==> images/wires.png <==
The bar under the picture is 100 um long. Only two layers are drawn.
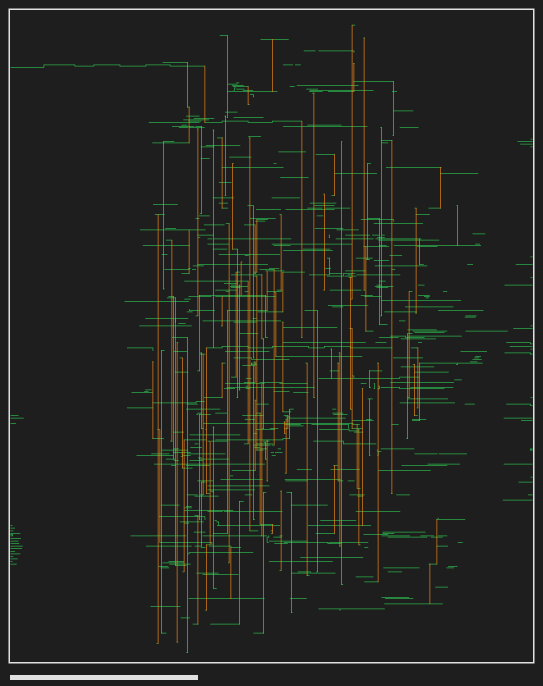
==> images/metal_density.png <==
The die is cut into 28 by 35 equal tiles; white is low, dark blue is high, scaled to the fullest tile. Values are wire area over tile area, all layers added.
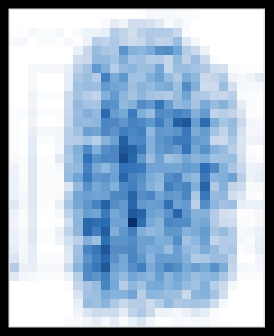
==> src/rtl/param_delay_if.sv <==
// rtl/param_delay_if.sv - input/output beat handshake bundle for param_delay
interface param_delay_if #(
    parameter int DATA_W = 32
);
    logic              in_valid;
    logic [DATA_W-1:0] in_data;
    logic              in_ready;
    logic              out_valid;
    logic [DATA_W-1:0] out_data;

    modport master (
        output in_valid,
        output in_data,
        input  in_ready,
        input  out_valid,
        input  out_data
    );

    modport slave (
        input  in_valid,
        input  in_data,
        output in_ready,
        output out_valid,
        output out_data
    );
endinterface

==> src/rtl/param_delay.sv <==
// rtl/param_delay.sv - stallable, flushable delay line with run-time selectable depth
module param_delay #(
    parameter  int DATA_W    = 32,
    parameter  int MAX_DEPTH = 16,
    parameter  int DEF_DEPTH = 7,
    localparam int SEL_W     = $clog2(MAX_DEPTH) + 1
) (
    input  logic             clk,
    input  logic             rst,
    param_delay_if.slave     bus,
    input  logic             stall,
    input  logic             flush,
    input  logic [SEL_W-1:0] depth_sel,
    output logic             busy,
    output logic [SEL_W-1:0] active_depth,
    output logic             depth_err
);
    localparam int NSTG = (MAX_DEPTH > 1) ? MAX_DEPTH - 1 : 1;

    logic [DATA_W-1:0] stg_data_q [NSTG];
    logic [DATA_W-1:0] stg_data_d [NSTG];
    logic [NSTG-1:0]   stg_vld_q;
    logic [NSTG-1:0]   stg_vld_d;
    logic              out_valid_q;
    logic              out_valid_d;
    logic [DATA_W-1:0] out_data_q;
    logic [DATA_W-1:0] out_data_d;
    logic [SEL_W-1:0]  depth_q;
    logic [SEL_W-1:0]  depth_d;
    logic              err_q;
    logic              err_d;

    logic              advance;
    logic              accept;
    logic [DATA_W-1:0] in_term;
    logic [SEL_W-1:0]  depth_req;
    logic              depth_bad;
    logic              src_vld;
    logic [DATA_W-1:0] src_data;
    logic              busy_w;

    assign bus.in_ready = ~stall;
    assign advance      = ~stall & ~flush;
    assign accept       = bus.in_valid & ~stall & ~flush;
    assign in_term      = accept ? bus.in_data : '0;

    always_comb begin : depth_clamp
        depth_req = depth_sel;
        depth_bad = 1'b0;
        if (depth_sel == '0) begin
            depth_req = SEL_W'(1);
            depth_bad = 1'b1;
        end else if (depth_sel > SEL_W'(MAX_DEPTH)) begin
            depth_req = SEL_W'(MAX_DEPTH);
            depth_bad = 1'b1;
        end
    end

    // Only stages s1..s(D-1) count; deeper stages are held cleared anyway.
    always_comb begin : busy_calc
        busy_w = out_valid_q;
        for (int k = 0; k < NSTG; k++) begin
            if (stg_vld_q[k] && (k + 1 < int'(depth_q))) begin
                busy_w = 1'b1;
            end
        end
    end

    // D==1 bypasses the stages; otherwise the output register taps s(D-1).
    always_comb begin : out_source
        src_vld  = accept;
        src_data = in_term;
        for (int k = 0; k < NSTG; k++) begin
            if (int'(depth_q) == k + 2) begin
                src_vld  = stg_vld_q[k];
                src_data = stg_data_q[k];
            end
        end
    end

    always_comb begin : next_state
        stg_vld_d   = stg_vld_q;
        stg_data_d  = stg_data_q;
        out_valid_d = out_valid_q;
        out_data_d  = out_data_q;
        depth_d     = depth_q;
        err_d       = err_q;

        if (flush) begin
            stg_vld_d = '0;
            for (int k = 0; k < NSTG; k++) begin
                stg_data_d[k] = '0;
            end
            out_valid_d = 1'b0;
            out_data_d  = '0;
        end else if (advance) begin
            // Stages past D-1 are zeroed so a later depth increase cannot
            // resurrect a beat that already left through the output.
            stg_vld_d[0]  = accept && (int'(depth_q) > 1);
            stg_data_d[0] = (int'(depth_q) > 1) ? in_term : '0;
            for (int k = 1; k < NSTG; k++) begin
                if (k + 1 < int'(depth_q)) begin
                    stg_vld_d[k]  = stg_vld_q[k-1];
                    stg_data_d[k] = stg_data_q[k-1];
                end else begin
                    stg_vld_d[k]  = 1'b0;
                    stg_data_d[k] = '0;
                end
            end
            out_valid_d = src_vld;
            out_data_d  = src_data;
        end

        if (flush || !busy_w) begin
            depth_d = depth_req;
            err_d   = err_q | depth_bad;
        end
    end

    always_ff @(posedge clk) begin
        if (rst) begin
            stg_vld_q <= '0;
            for (int k = 0; k < NSTG; k++) begin
                stg_data_q[k] <= '0;
            end
            out_valid_q <= 1'b0;
            out_data_q  <= '0;
            depth_q     <= SEL_W'(DEF_DEPTH);
            err_q       <= 1'b0;
        end else begin
            stg_vld_q   <= stg_vld_d;
            stg_data_q  <= stg_data_d;
            out_valid_q <= out_valid_d;
            out_data_q  <= out_data_d;
            depth_q     <= depth_d;
            err_q       <= err_d;
        end
    end

    assign bus.out_valid = out_valid_q;
    assign bus.out_data  = out_data_q;
    assign busy          = busy_w;
    assign active_depth  = depth_q;
    assign depth_err     = err_q;
endmodule

==> src/flat_wrapper.sv <==
// flat-port wrapper written by rule: the top's interface ports become plain ports
module param_delay_flat 
#(
    parameter  int DATA_W    = 32,
    parameter  int MAX_DEPTH = 16,
    parameter  int DEF_DEPTH = 7,
    localparam int SEL_W     = $clog2(MAX_DEPTH) + 1
)
  (clk, rst, stall, flush, depth_sel, busy, active_depth, depth_err, bus_in_valid, bus_in_data, bus_in_ready, bus_out_valid, bus_out_data);
  param_delay_if #(.DATA_W(DATA_W)) bus_i ();
  input  logic clk;
  input  logic rst;
  input  logic stall;
  input  logic flush;
  input  logic [SEL_W-1:0] depth_sel;
  output logic busy;
  output logic [SEL_W-1:0] active_depth;
  output logic depth_err;
  input wire logic [$bits(bus_i.in_valid)-1:0] bus_in_valid;
  input wire logic [$bits(bus_i.in_data)-1:0] bus_in_data;
  output wire logic [$bits(bus_i.in_ready)-1:0] bus_in_ready;
  output wire logic [$bits(bus_i.out_valid)-1:0] bus_out_valid;
  output wire logic [$bits(bus_i.out_data)-1:0] bus_out_data;
  assign bus_i.in_valid = bus_in_valid;
  assign bus_i.in_data = bus_in_data;
  assign bus_in_ready = bus_i.in_ready;
  assign bus_out_valid = bus_i.out_valid;
  assign bus_out_data = bus_i.out_data;
  param_delay #(.DATA_W(DATA_W), .MAX_DEPTH(MAX_DEPTH), .DEF_DEPTH(DEF_DEPTH)) u_core (.clk(clk), .rst(rst), .bus(bus_i), .stall(stall), .flush(flush), .depth_sel(depth_sel), .busy(busy), .active_depth(active_depth), .depth_err(depth_err));
endmodule
==> config.mk <==
export PLATFORM = sky130hd
export DESIGN_NAME = param_delay_flat
export DESIGN_NICKNAME = d
export VERILOG_FILES = /design/src/rtl/param_delay_if.sv /design/src/rtl/param_delay.sv /design/src/flat_wrapper.sv
export SDC_FILE = /design/constraint.sdc
export NUM_CORES = 1
export LEC_CHECK = 0
export ABC_CLOCK_PERIOD_IN_PS = 2410
export CORE_ASPECT_RATIO = 1.25
export CORE_MARGIN = 2
export CORE_UTILIZATION = 25
export CTS_CLUSTER_DIAMETER = 30
export CTS_CLUSTER_SIZE = 28
export DETAILED_ROUTE_END_ITERATION = 7
export MAX_ROUTING_LAYER = met4
export PLACE_DENSITY_LB_ADDON = 0.25
export SYNTH_ARGS = -nofsm -noshare
export SYNTH_HDL_FRONTEND = slang
export SYNTH_SLANG_ARGS = --single-unit
export TNS_END_PERCENT = 50
==> constraint.sdc <==
create_clock -name clk -period 2.41 [get_ports clk]
set_input_delay 0.482 -clock clk [delete_from_list [all_inputs] [get_ports clk]]
set_output_delay 0.482 -clock clk [all_outputs]
set_load 0.02 [all_outputs]
==> flow_summary.toml <==
# generated from flow reports
[power_and_ir_drop]
leakagePower_nw = 11.8
power.share.clock_pct = 57.5
power.switching_fraction_pct = 25.7
pwr-share-seq_pct = 31.7
power.switching_w = 0.00724
seq_cell_power_w = 0.00893
powerDensity_mw_per_mm2 = 848
combinationalPower_w = 0.00302
p_int_w = 0.0209
power.combinational.fraction_pct = 10.7
design_power_total_w = 0.0281

[floorplanning]
dieArea_mm2 = 0.0963
core_area_mm2 = 0.0929
rows = 125
initCoreUtil_pct = 25.2
n_tap_cell = 1206
die_width_um = 278

[hold_path]
class_of_the_tightest_hold_or_removal_check = "input port to flop"
hold-path-cell-count = 3
source_of_the_worst_hold_timing_path = "depth_sel[3]"

[sta]
fin_worst_skew_ns = 0.0281
layout_min_cycle_time_ns = 2.65
final_critical_path_setup_slack_ns = -0.243
setup-violations-final = 31
slew_headroom_pct = 37.9
max_slew.worst_pin.slew_ns = 0.932
final_min_period_over_clock_period_pct = 110

[cts]
tritoncts_clock_tree = "done"
clock_latency_at_the_later_pin_of_the_worst_skew_pair_ns = 0.68
clock-sinks = 534
cts_setup_buffers = 16
clock_tree.htree_level_count = 3

[setup_path]
cp_slowest_cell = "sky130_fd_sc_hd__dfxtp_4"
critical_path.startpoint_type = "flop"
critical_path.endpoint_type = "output port"
worst-endpoint-arrival_ns = 2.17
worst_path_largest_cell_delay_ns = 0.37
critical_path.reg2reg.startpoint = "u_core.active_depth[0]$_SDFFE_PP1P_"
r2r_end = "u_core.bus.out_data[8]$_SDFFE_PP0P_"

[yosys]
synthesis.nets = 2859
synth_async_sr_flop_share_pct = 0
adder_share_pct = 0.107
synth_top_cell_by_area = "sky130_fd_sc_hd__dfxtp_1"
edff_count_synth = 0
synthFlopType = "sky130_fd_sc_hd__dfxtp_1"
yosys-mux-area-fraction_pct = 0.534
yosys.cell_count.top_type = "sky130_fd_sc_hd__nor2_1"
netlist_top_cells_count = "sky130_fd_sc_hd__nor2_1, sky130_fd_sc_hd__dfxtp_1, sky130_fd_sc_hd__a22oi_1, sky130_fd_sc_hd__a21oi_1, sky130_fd_sc_hd__clkbuf_1"
synthXorXnorAreaFrac_pct = 0.0374
synth.lib_cells_used.distinct = 85
synth-compound-area-share_pct = 31.9
and_or_nand_nor_cells_area_fraction_pct = 16.5
yosys_warnings = 0
synth.top_cells.by_area = "sky130_fd_sc_hd__dfxtp_1, sky130_fd_sc_hd__a22oi_1, sky130_fd_sc_hd__nor2_1, sky130_fd_sc_hd__a21oi_1, sky130_fd_sc_hd__clkbuf_1"

[finish]
seq_cell_count = 534
top_cells_excl_fill_tap = "sky130_fd_sc_hd__nor2_1, sky130_fd_sc_hd__dfxtp_1, sky130_fd_sc_hd__a22oi_1, sky130_fd_sc_hd__buf_4, sky130_fd_sc_hd__a21oi_1"
layout.cells.largest_class = "combinational gates"
layout.cells.non_filler = 4458
final-clk-cell-share_pct = 11.9
layout.cell_area.non_filler_mm2 = 0.0332
area_growth_pct = 41.5
drive_gt1_share_pct = 23.4
ff_latch_area_mm2 = 0.0107
layout.non_clock_inverters = 12

[route]
wire_per_inst_um = 25.1
dr_total_vias = 24368
drt-initial-drc-count = 2566
drt_drc_violations_left = 0
met2RoutedLength_mm = 53.3

[flow_run]
max_cap_viol_count = 0

[run_status]
run_status = "finished, violations left"
failing_checks = "setup timing"

[place]
routabilityCongestion = 0.917
detailed_place_hpwl_mm = 80.5
dp_cells = 4227

[global_route]
largest_net_degree_at_the_start_of_global_routing = 160
global_route.peak_usage_layer = "met2"
grt_remaining_overflow = 0
grt_antenna_before_repair = 0
globalRouteMet3Util_pct = 2.81
first_global_vias = 23612
## Picture notes: wires.png
layer	colour	wire length
metal 3	green	5880 um
metal 4	orange	7160 um

## Picture notes: metal_density.png
tiles over half the peak	24%
emptiest ninth of the die	north-west
fullest tile	0.67
densest ninth of the die	centre
nearly empty tiles	19%

Power and IR drop assume default switching activity.
